[src/rtl/vector_input_buffer.sv]
// vector_input_buffer
// Small synchronous FIFO that captures N-lane vectors (plus an end-of-frame
// tag) from a source that cannot be stalled. Vectors that arrive while the
// buffer is full and nothing leaves are dropped, counted, and flagged.
// All status outputs come straight from registered state.
module vector_input_buffer #(
  parameter int N          = 8,
  parameter int DATA_WIDTH = 32,
  parameter int IB_DEPTH   = 4,   // power of two, >= 2
  parameter int CNT_WIDTH  = 16
) (
  input  logic                         clk,
  input  logic                         rst,
  input  logic                         enable,
  input  logic                         valid_in,
  input  logic [N*DATA_WIDTH-1:0]      vector_in,
  input  logic                         eof_in,
  input  logic                         out_ready,
  output logic                         out_valid,
  output logic [N*DATA_WIDTH-1:0]      vector_out,
  output logic                         eof_out,
  output logic [$clog2(IB_DEPTH):0]    occupancy,
  output logic                         full,
  output logic                         empty,
  output logic                         overflow,
  output logic [CNT_WIDTH-1:0]         drop_count
);

  localparam int AW = $clog2(IB_DEPTH);
  localparam int VW = N * DATA_WIDTH;
  localparam int EW = VW + 1;                      // {eof, vector}
  localparam logic [AW:0] DEPTH_C = (AW + 1)'(IB_DEPTH);

  // Storage and registered control state
  logic [EW-1:0]        r_mem [IB_DEPTH];
  logic [AW-1:0]        r_wr_ptr;
  logic [AW-1:0]        r_rd_ptr;
  logic [AW:0]          r_count;
  logic                 r_overflow;
  logic [CNT_WIDTH-1:0] r_drop_count;

  // Handshake decodes
  logic w_full;
  logic w_empty;
  logic w_pop;
  logic w_push;
  logic w_drop;

  assign w_full  = (r_count == DEPTH_C);
  assign w_empty = (r_count == '0);

  // A pop is only possible when an entry is present, so a full buffer that
  // is also being popped has a free slot by the end of this edge.
  assign w_pop  = !w_empty && out_ready;
  assign w_push = enable && valid_in && (!w_full || w_pop);
  assign w_drop = enable && valid_in && w_full && !w_pop;

  // Capture the incoming entry at the write pointer.
  // NOTE: storage is deliberately left out of reset; the pointers and count
  // decide what is valid, so stale contents are never presented.
  always_ff @(posedge clk) begin
    if (w_push && !rst) begin
      r_mem[r_wr_ptr] <= {eof_in, vector_in};
    end
  end

  // Pointer, occupancy and drop bookkeeping; reset wins over any traffic.
  // NOTE: all state here uses non-blocking assignments so every register
  // sees the pre-edge values of its neighbours regardless of statement order.
  always_ff @(posedge clk) begin
    if (rst) begin
      r_wr_ptr     <= '0;
      r_rd_ptr     <= '0;
      r_count      <= '0;
      r_overflow   <= 1'b0;
      r_drop_count <= '0;
    end else begin
      // Power-of-two depth: the pointers wrap naturally at IB_DEPTH-1 -> 0.
      if (w_push) begin
        r_wr_ptr <= r_wr_ptr + 1'b1;
      end
      if (w_pop) begin
        r_rd_ptr <= r_rd_ptr + 1'b1;
      end

      case ({w_push, w_pop})
        2'b10:   r_count <= r_count + 1'b1;
        2'b01:   r_count <= r_count - 1'b1;
        default: r_count <= r_count;
      endcase

      if (w_drop) begin
        r_overflow <= 1'b1;
        if (r_drop_count != '1) begin
          r_drop_count <= r_drop_count + 1'b1;
        end
      end
    end
  end

  // Head of the buffer is presented directly from storage at the read pointer.
  assign {eof_out, vector_out} = r_mem[r_rd_ptr];

  assign out_valid  = !w_empty;
  assign empty      = w_empty;
  assign full       = w_full;
  assign occupancy  = r_count;
  assign overflow   = r_overflow;
  assign drop_count = r_drop_count;

endmodule

[config.mk]
export PLATFORM = sky130hd
export DESIGN_NAME = vector_input_buffer
export DESIGN_NICKNAME = d
export VERILOG_FILES = /design/src/rtl/vector_input_buffer.sv
export SDC_FILE = /design/constraint.sdc
export NUM_CORES = 1
export LEC_CHECK = 0
export CORE_MARGIN = 10
export CORE_UTILIZATION = 40
export CTS_CLUSTER_SIZE = 30
export DETAILED_ROUTE_END_ITERATION = 16
export DONT_BUFFER_PORTS = 1
export MAX_ROUTING_LAYER = met4
export RECOVER_POWER = 100
export SYNTH_ARGS = -nofsm -noshare
export SYNTH_HDL_FRONTEND = slang
export SYNTH_SLANG_ARGS = --single-unit
[constraint.sdc]
create_clock -name clk -period 12.6 [get_ports clk]
set_input_delay 1.89 -clock clk [delete_from_list [all_inputs] [get_ports clk]]
set_output_delay 1.89 -clock clk [all_outputs]
set_load 0.05 [all_outputs]
==> GITHUB_STEP_SUMMARY, run 1 <==
### Yosys + OpenROAD results

| Metric | Value |
|---|---|
| First-pass GRT wire length | roughly 120000 µm |
| Pre-antenna DRT Iters | 5 |
| Max Fclk | between 100 and 150 MHz |
| Post-synthesis instance area | approximately 38000 µm² |
| Dpl ws | between 7000 and 8000 ps |
| Commonest Layout Cell | edfxtp_1 |
| Final slew viol count | ~590 |
| Status | complete, but fails checks |
| Antenna diodes | 4 |
| Post-CTS Resized | 0 |
| Die Y | ~330 µm |
| Crit path time final | slightly below 8000 ps |
| Pwr top | sequential cells |
| HPWL Detailed | between 50000 and 60000 µm |
| DRT met1 WL | around 28000 µm |
| Failing checks | max-capacitance violations, max-slew violations |
| Share of layout cells above drive strength 1 | 0.252 |
| Most instantiated logic cells after routing | edfxtp_1, mux4_2, clkbuf_16 |
| Worst hold slack | 536 ps |
| Top cells, area | edfxtp_1, mux4_2, dfxtp_1 |
| Ys flop type | edfxtp_1 |
| Mux cell area share | 0.151 |
| P per Cell Area | ~210 nW/µm² |
| Max-Cap Viols | 12 |
## run 1: path summary, 6_finish.rpt
check	startpoint	endpoint	slack, ps	depth (start not counted)
max	enable	r_mem[3][198]$_DFFE_PP_	4700	5
max reg2reg	occupancy[0]$_SDFFE_PP0P_	r_mem[3][198]$_DFFE_PP_	5020	5
min	r_rd_ptr[1]$_SDFFE_PP0P_	r_rd_ptr[1]$_SDFFE_PP0P_	540	2
min reg2reg	r_rd_ptr[1]$_SDFFE_PP0P_	r_rd_ptr[1]$_SDFFE_PP0P_	540	2
## run 1: flip-flops by register name (all words and copies together), names as in the netlist, named ones only
register,flops
overflow,1
r_wr_ptr,2
r_mem,1028
r_rd_ptr,2
drop_count,16
occupancy,3
run_1/clock_map.png
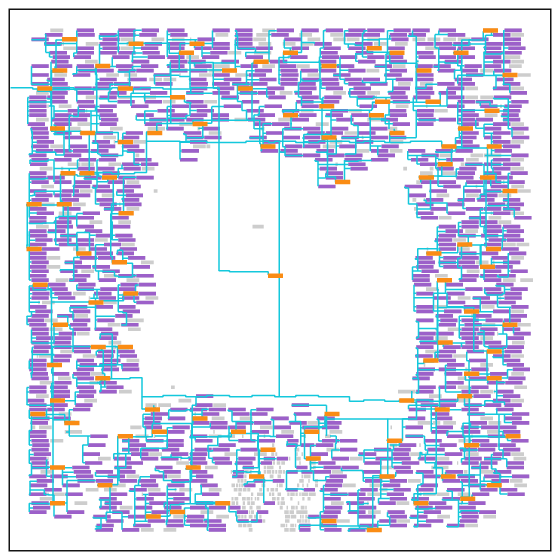
[flip-flops] purple | count: 1054
[cells driving clock nets] orange | count: 105
[clock wires] cyan | length: 11100 µm
routed clock nets: 106
flops lie: widely spread
clock share of power: 0.329
Clock Power: 0.00297 W

run_1/final_clocks.png
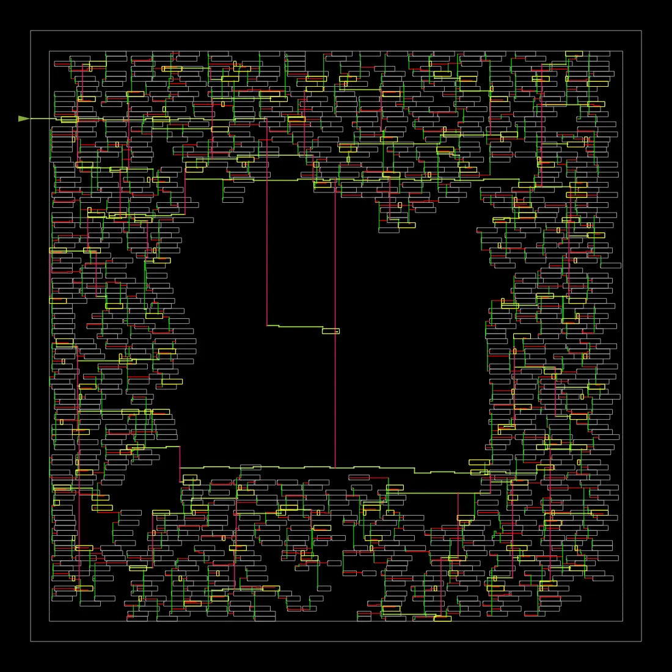
Max Clock Skew: 22.5 ps
total CTS buffers: 105
clock sink count: 1054
flop count: 1054
clk ins delay skew pair: 690 ps

run_1/drive_strength.png
Bar = 100 µm.
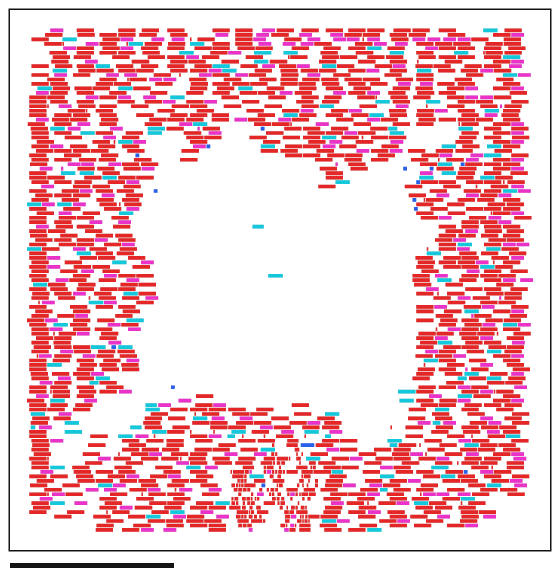
[drive 2] magenta | cells: 272 | share: 17% | most used: mux4_2
[drive 3 to 4] blue | cells: 15 | share: 0.91% | most used: buf_4
[drive 6 and up] cyan | cells: 128 | share: 7.8% | most used: clkbuf_16
[drive 1 or less] red | cells: 1233 | share: 75% | most used: edfxtp_1
Area growth, synth to finish: 12.6%
fin area: 43100 µm²

run_1/cell_classes.png
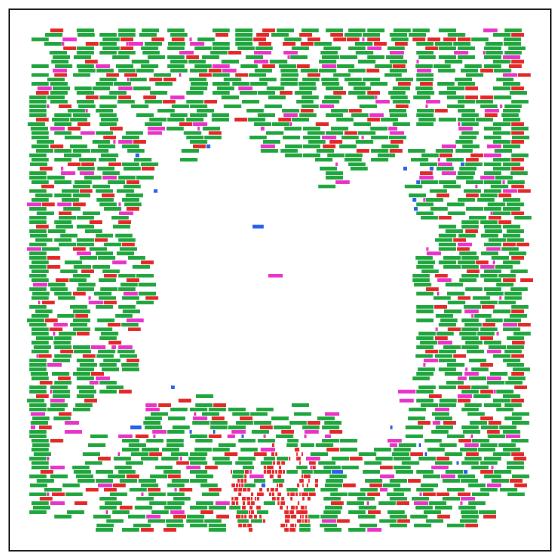

==> run 2, diff against run 1 <==
clock period = 7.4 ns   (was 12.6 ns; I/O delays follow)
run_2/cell_classes.png
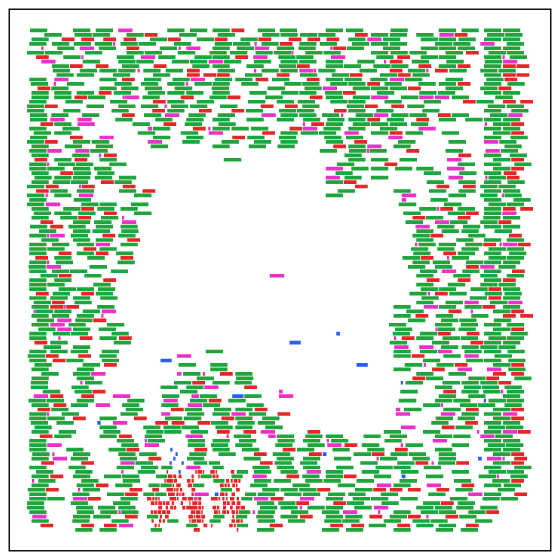
[all other logic] red | cells: 385
[other buffers and delay cells] blue | cells: 18
[clock drivers and dummy loads] magenta | cells: 189
[flops] green | cells: 1054
floorplan row count: 113
Util after Layout: 0.453
fin area: 43000 µm²
flop share of the area: 0.730
Core ar.: 95000 µm²

run_2/drive_strength.png
Bar = 100 µm.
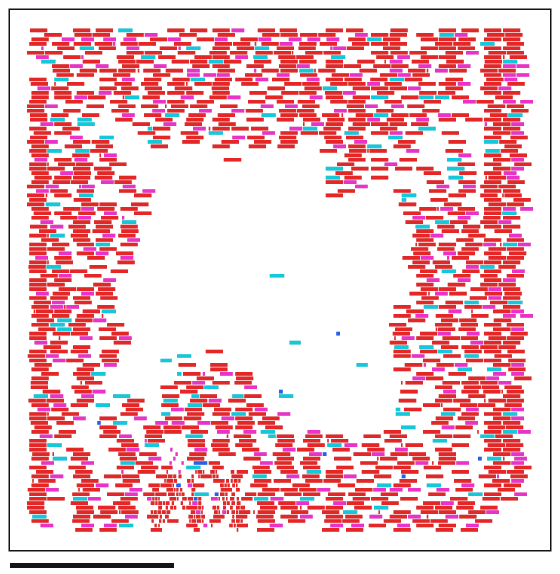
[drive 3 to 4] blue | cells: 10 | share: 0.61% | most used: buf_4
[drive 2] magenta | cells: 285 | share: 17% | most used: mux4_2
[drive 6 and up] cyan | cells: 124 | share: 7.5% | most used: clkbuf_16
[drive 1 or less] red | cells: 1227 | share: 75% | most used: edfxtp_1
final worst slack: 2030 ps
Area growth, synth to finish: 12.3%

==> GITHUB_STEP_SUMMARY, run 2 <==
### Yosys + OpenROAD results

| Metric | Value |
|---|---|
| Status | complete, but fails checks |
| Largest Register | r_mem |
| Total CTS buffers | 106 (+0.95%) |
| Post-synthesis instance area | 38300 µm² (unchanged) |
| Worst reg2reg path depth | 4 (-1) |
| Most instantiated logic cells after routing | edfxtp_1, mux4_2, clkbuf_16 |
| Pre-antenna DRT Iters | 5 (unchanged) |
| Worst hold stages | 1 (-1) |
| HPWL Detailed | 50000 µm (-3.0%) |
| Post-CTS Resized | 0 (unchanged) |
| Max-Cap Viols | 9 (-3) |
| Flop2flop setup slack | 2160 ps (-2860 ps) |
| Top cells, area | edfxtp_1, mux4_2, dfxtp_1 |
| DRT met1 WL | 28400 µm (+2.5%) |
| Final slew viol count | 905 (+55%) |
| Commonest Layout Cell | edfxtp_1 |
| Max Clock Skew | 18.3 ps (-4.14 ps) |
| Reg-to-Reg Start | occupancy[2]$_SDFFE_PP0P_ |
| First-pass GRT wire length | 117000 µm (+0.22%) |
| Failing checks | max-capacitance violations, max-slew violations |
| Max reg flops | 1028 (unchanged) |
| Hold Path Origin | rst |
| Crit path time final | around 5400 ps |
| Max Fclk | between 150 and 200 MHz |
| P per Cell Area | 356 nW/µm² (+70%) |
| Die Y | 329 µm (unchanged) |
| Share of layout cells above drive strength 1 | 0.255 (+0.00274) |
| Ys flop type | edfxtp_1 |
## run 2: final cells by class
| class | instances | area, µm² |
|---|---|---|
| Fill cell | 7891 | 52000 |
| Sequential cell | 1054 | 31400 |
| Multi-Input combinational cell | 376 | 6590 |
| Clock buffer | 130 | 2760 |
| Tap cell | 1265 | 1580 |
| Clock inverter | 59 | 464 |
| Timing Repair Buffer | 18 | 163 |
| Inverter | 9 | 33.8 |
| Antenna cell | 4 | 10.0 |
## run 2: critical path: stages, from the launching register on
cell and delay (ps):
dfxtp_1 2110, buf_4 800, mux4_2 600
## run 2: report_power, final
group / internal [W] / switching [W]
registers: 0.00668 / 0.000129
clock network: 0.00287 / 0.00210
logic: 0.000923 / 0.00259
No activity file was given, so power comes from the tool's default toggle rates.
